File: config.mk
export PLATFORM = sky130hd
export DESIGN_NAME = trig_pulse_seq
export DESIGN_NICKNAME = d
export VERILOG_FILES = /design/src/rtl/trig_pulse_seq.sv
export SDC_FILE = /design/constraint.sdc
export NUM_CORES = 1
export LEC_CHECK = 0
export ABC_AREA = 1
export CAP_MARGIN = 20
export CORE_ASPECT_RATIO = 0.9
export CORE_MARGIN = 2
export CORE_UTILIZATION = 50
export CTS_BUF_LIST = sky130_fd_sc_hd__clkbuf_4 sky130_fd_sc_hd__clkbuf_8 sky130_fd_sc_hd__clkbuf_16
export CTS_CLUSTER_DIAMETER = 40
export DETAILED_ROUTE_END_ITERATION = 8
export MAX_ROUTING_LAYER = met4
export PLACE_DENSITY = 0.87
export SLEW_MARGIN = 0
export SYNTH_ARGS = -nofsm -noshare
export SYNTH_HDL_FRONTEND = slang
export SYNTH_SLANG_ARGS = --single-unit
File: constraint.sdc
create_clock -name clk -period 2.25 [get_ports clk]
set_clock_uncertainty 0.15 [all_clocks]
set_input_delay 0.675 -clock clk [delete_from_list [all_inputs] [get_ports clk]]
set_output_delay 0.675 -clock clk [all_outputs]
set_load 0.05 [all_outputs]
File: src/rtl/trig_pulse_seq.sv
// trig_pulse_seq
//
// Programmable trigger-to-pulse-train sequencer. An accepted trigger latches
// the delay/width/gap/repeat configuration, waits `delay` cycles, then emits
// max(repeat_n,1) pulses, each max(width,1) cycles high, separated by
// max(gap,1) low cycles. A one-cycle `done` strobe marks normal completion.
// A trigger arriving while a sequence is active (or on the done cycle) is
// ignored and raises the sticky `overrun` flag.
//
// Ports:
//   clk        system clock, all state updates on rising edge
//   rst        asynchronous active-high reset
//   trigger    single-cycle start request
//   abort      synchronous termination of a running sequence
//   clr_ovr    synchronous clear of the overrun flag
//   delay      cycles from trigger to first pulse        (CW bits)
//   width      pulse high time in cycles                 (CW bits)
//   gap        low time between pulses in cycles         (CW bits)
//   repeat_n   pulses per sequence                       (NW bits)
//   pulse_out  registered pulse train
//   busy       high while a sequence is in progress
//   done       one-cycle completion strobe
//   overrun    sticky "trigger while busy" flag

module trig_pulse_seq #(
    parameter int CW = 16,
    parameter int NW = 8
) (
    input  logic          clk,
    input  logic          rst,
    input  logic          trigger,
    input  logic          abort,
    input  logic          clr_ovr,
    input  logic [CW-1:0] delay,
    input  logic [CW-1:0] width,
    input  logic [CW-1:0] gap,
    input  logic [NW-1:0] repeat_n,
    output logic          pulse_out,
    output logic          busy,
    output logic          done,
    output logic          overrun
);

    typedef enum logic [1:0] {
        IDLE  = 2'd0,
        DELAY = 2'd1,
        HIGH  = 2'd2,
        GAP   = 2'd3
    } state_t;

    state_t        state;
    logic [CW-1:0] cnt;
    logic [CW-1:0] width_r;
    logic [CW-1:0] gap_r;
    logic [NW-1:0] rem;

    logic [CW-1:0] width_load;
    logic [CW-1:0] gap_load;
    logic          ovr_event;

    // Phase counters count down to zero, so a phase of N cycles loads N-1.
    // A zero setting is treated as one cycle, which also keeps the load
    // value from wrapping.
    always_comb begin
        width_load = '0;
        gap_load   = '0;
        if (width_r != '0) width_load = width_r - CW'(1);
        if (gap_r != '0)   gap_load   = gap_r - CW'(1);
    end

    // The done cycle still counts as "not ready": a trigger there is refused
    // and flagged, so a new sequence can never start on the strobe cycle.
    assign ovr_event = trigger && ((state != IDLE) || done);

    // Main sequencer: state, counters, latched config and all outputs.
    always_ff @(posedge clk or posedge rst) begin
        if (rst) begin
            state     <= IDLE;
            cnt       <= '0;
            width_r   <= '0;
            gap_r     <= '0;
            rem       <= '0;
            pulse_out <= 1'b0;
            busy      <= 1'b0;
            done      <= 1'b0;
            overrun   <= 1'b0;
        end else begin
            done <= 1'b0;

            // Set has priority over clear so a same-cycle event is not lost.
            if (ovr_event) begin
                overrun <= 1'b1;
            end else if (clr_ovr) begin
                overrun <= 1'b0;
            end

            if (state == IDLE) begin
                if (trigger && !abort && !done) begin
                    state   <= DELAY;
                    busy    <= 1'b1;
                    cnt     <= delay;
                    width_r <= width;
                    gap_r   <= gap;
                    rem     <= (repeat_n == '0) ? NW'(1) : repeat_n;
                end
            end else if (abort) begin
                // Abort beats everything else, including normal completion.
                state     <= IDLE;
                busy      <= 1'b0;
                pulse_out <= 1'b0;
                cnt       <= '0;
                rem       <= '0;
            end else begin
                case (state)
                    DELAY: begin
                        if (cnt != '0) begin
                            cnt <= cnt - CW'(1);
                        end else begin
                            state     <= HIGH;
                            pulse_out <= 1'b1;
                            cnt       <= width_load;
                        end
                    end
                    HIGH: begin
                        if (cnt != '0) begin
                            cnt <= cnt - CW'(1);
                        end else if (rem == NW'(1)) begin
                            // Last pulse falls: no trailing gap.
                            state     <= IDLE;
                            pulse_out <= 1'b0;
                            busy      <= 1'b0;
                            done      <= 1'b1;
                            rem       <= '0;
                        end else begin
                            state     <= GAP;
                            pulse_out <= 1'b0;
                            rem       <= rem - NW'(1);
                            cnt       <= gap_load;
                        end
                    end
                    GAP: begin
                        if (cnt != '0) begin
                            cnt <= cnt - CW'(1);
                        end else begin
                            state     <= HIGH;
                            pulse_out <= 1'b1;
                            cnt       <= width_load;
                        end
                    end
                    default: begin
                        state     <= IDLE;
                        busy      <= 1'b0;
                        pulse_out <= 1'b0;
                    end
                endcase
            end
        end
    end

endmodule

Figure 1. Gate families picked out.
Drawn at 4 px/µm.
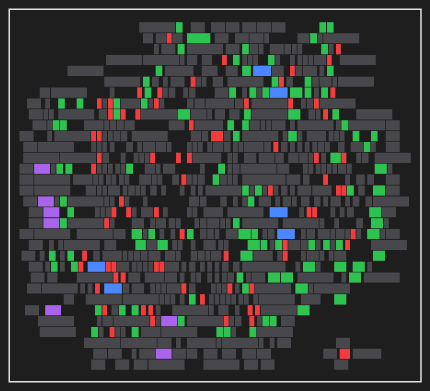
Key: purple = multiplexers [cells 7]; red = inverters [cells 73]; blue = adder and majority cells [cells 6]; green = inverting AOI/OAI gates [cells 103, where spread over the die]

Figure 2. Layout detail.
Window x 31 to 71, y 45 to 85 µm. Cells in grey, sequential cells in the stronger grey; small squares are vias.
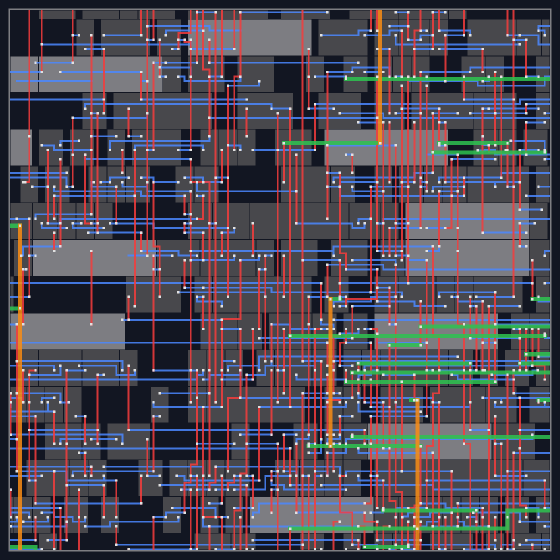
Key: red = met2; green = met3; blue = met1; orange = met4
Sequential cells in the window: 10. Most frequent: nand2_1 (45), nand3_1 (14). 164 logic cells have their middle in the window. Netlist names of flops here include rem (4), cnt (3), state (2).

Figure 3. Sequential cells grouped by signal name.
Drawn at 4 px/µm. Other sequential cells in the stronger grey, the rest of the logic in the fainter grey.
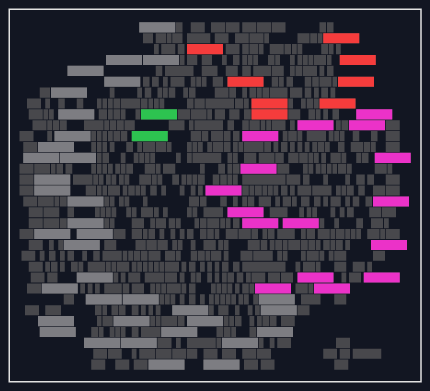
Key: magenta = cnt [placed flops 16]; red = rem [placed flops 8]; green = state [placed flops 2]
Another 36 sequential cells are not coloured.

==> summary.txt <==
Latest figures from synthesis and place and route.

The flow ran to the end, and the final reports show no timing, DRC or antenna violations. The detailed router placed 4300 vias in this run. Per the post-route antenna check, the number of violating nets is 0. STA on the placed design reports a worst setup slack of -0.138 ns. The report gives the cell count of the worst hold path as 2. Buffers inserted to repair hold after CTS numbered 0. The cell sitting at the root of the clock tree is a clkbuf_8. The detailed-route wire length is 11.1 mm. The first global-routing pass estimated 18.7 mm of wire. The power spent charging and discharging nets is 3050 µW.

The total routing usage reported by global routing is 25.8%. Per the synthesis report, the XOR/XNOR share of the synthesized area is 5.61%. The netlist area before placement is 4370 µm². The stat command in Yosys gives a chip area of 4370 µm². Of all cell types, the one taking the most synthesized area is dfrtp_1. Endpoints with negative setup slack in the final report add up to 0.

The measured slew at the worst slew-check pin is 0.443 ns. The fmax is 475 MHz. The post-synthesis compound-gate area fraction is 14.1%.

The post-layout net count is 770. The fraction of the mapped netlist area in simple logic gates is 32.8%. The worst register-to-register path begins at cnt[0]$_DFFE_PP0P_.

Entering global routing, the biggest net connects 63 pins. For this run, the detailed router reports a per-instance via density of 5.20. The floorplan net count is 687. The sequential share of power is 32.0%. The number of library cell types mapped by synthesis is 39.

The final layout report lists a filler cell count of 720. The internal power component is 3720 µW. Sequential cells were found to cover 35.5% of the synthesized design area.

The TritonCTS clock tree is built. Measured along the x axis, the die boundary spans 103 µm. The initial utilization of the core area, before any placement, comes to 51.3%. The biggest fanout along the worst timing path is 16. The number of I/O pins is 65. For reference, the top logic cell family by area is simple AND/OR/NAND/NOR gates. The leakage power is 0.00249 µW. For flop-to-flop paths, the worst setup slack is 0.15 ns.
Figure 4. Met2 routing.
Drawn at 3 px/µm.
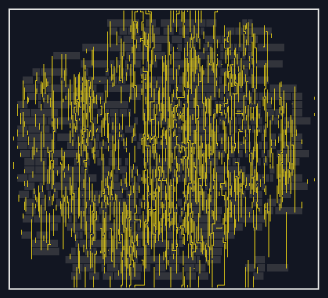
The layer carries 5280 µm of wire. The layer holds 48% of the routed length. The wires run mostly vertical. The longest straight run is 41.8 µm.

Figure 5. Routing congestion map.
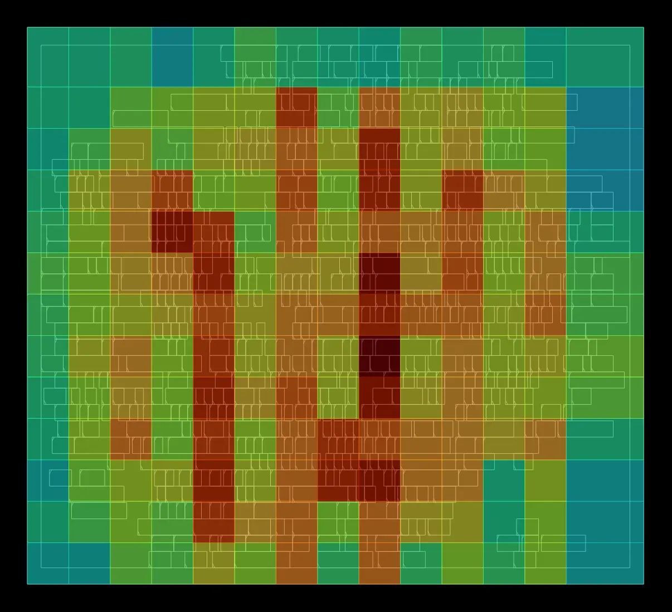
met2 demand-to-capacity share in global routing: 41.0%
Global Route met3 Usage: 4.38%
most congested layer reported by global routing: met2
routed wirelength normalized by instance count: 13.4 µm

[sequential cells by signal, summed over array words and instances (netlist names)]
signal     flops
width_r       16
busy           1
done           1
rem            8
overrun        1
gap_r         16
state          2
pulse_out      1
cnt           16
[power groups by stage]
stage / clock (µW) / sequential (µW) / combinational, µW
floorplan: 0 / 2080 / 2570
global placement: 0 / 2150 / 3260
detailed placement: 0 / 2160 / 3380
CTS: 1190 / 2150 / 3400
global route: 1240 / 2230 / 3840
finish: 1170 / 2160 / 3430
[cell usage after synthesis]
master      n
nand2_1   133
nor2_1    106
dfrtp_1    62
inv_1      62
nand3_1    55
a21oi_1    45
xor2_1     24
o21ai_0    22
a21oi_2    20
inv_2      10
o21ai_1     8
buf_2       7
ha_1        6
clkbuf_1    5
nand3b_1    5
nor2_2      5
nor3_1      5
mux2_1      4
nor2_4      4
o211ai_1    4
xnor2_1     4
mux2_2      3
nand2_2     2
nand4_1     2
nor2_8      2
nor3_2      2
a21oi_4     1
a31oi_1     1
and2_1      1
and3b_1     1
buf_12      1
buf_4       1
buf_6       1
clkinv_4    1
nand3_2     1
nor4_1      1
o21ai_2     1
o22ai_1     1
or2_2       1
[worst max path at each step]
stage and endpoint:
6_report cnt[2]$_DFFE_PP0P_, 5_1_grt cnt[8]$_DFFE_PP0P_, 4_1_cts cnt[8]$_DFFE_PP0P_, 3_5_place_dp cnt[12]$_DFFE_PP0P_
3_3_place_gp cnt[10]$_DFFE_PP0P_, 2_1_floorplan cnt[8]$_DFFE_PP0P_
[logic make-up after synthesis]
kind of cell / after synthesis
fa+ha+maj: 6
flops: 62
simple gates: 326
compound gates: 103
xor+xnor: 28
mux: 7
buf+inv: 88
[routing by layer]
metal	share of wire (%)	up-vias
li1	-	2153
met4	2.0	0
met3	5.1	23
met2	48	130
met5	0	-
met1	45	1994
[area by class of cell]
| cell class | instances | share of cell area, % |
|---|---|---|
| repair buffers | 87 | 15.4 |
| clock inverters | 3 | 1.18 |
| well taps | 119 | 2.69 |
| inverters | 73 | 5.11 |
| multi-input cells | 470 | 44.5 |
| flip-flops and latches | 62 | 28.0 |
| clock buffers | 13 | 3.12 |
[worst max-delay path, cell delays in order (launching register included)]
cell     delay (ns)
dfrtp_1        0.42
inv_1          0.13
ha_1           0.20
nand3_1        0.10
nor3_2         0.18
nand2_2        0.16
nor2_4         0.20
nor2_8         0.05
buf_4          0.20
nor2_1         0.15
a21oi_2        0.05
[per-stage QoR]
| step | instance area [µm²] | std cells | power [µW] | utilization (%) | setup TNS (ns) |
|---|---|---|---|---|---|
| 3_3_place_gp | 5280 | 809 | 5410 | 61.9 | -0.823 |
| 2_1_floorplan | 4380 | 620 | 4650 | - | 0 |
| 4_1_cts | 5520 | 825 | 6740 | 64.7 | 0 |
| 3_5_place_dp | 5280 | 809 | 5540 | 61.9 | -3.98 |
| 5_1_grt | 5540 | 827 | 7320 | 64.9 | -0.0211 |
| 6_report | 5540 | 827 | 6760 | 64.9 | 0 |
[repair_timing]
action,4_1_cts,5_1_grt
endpoints found under the setup margin,0,11
gates resized,0,2
buffers inserted,0,2
Power figures rest on the tool's default switching activity, not on a simulated workload.
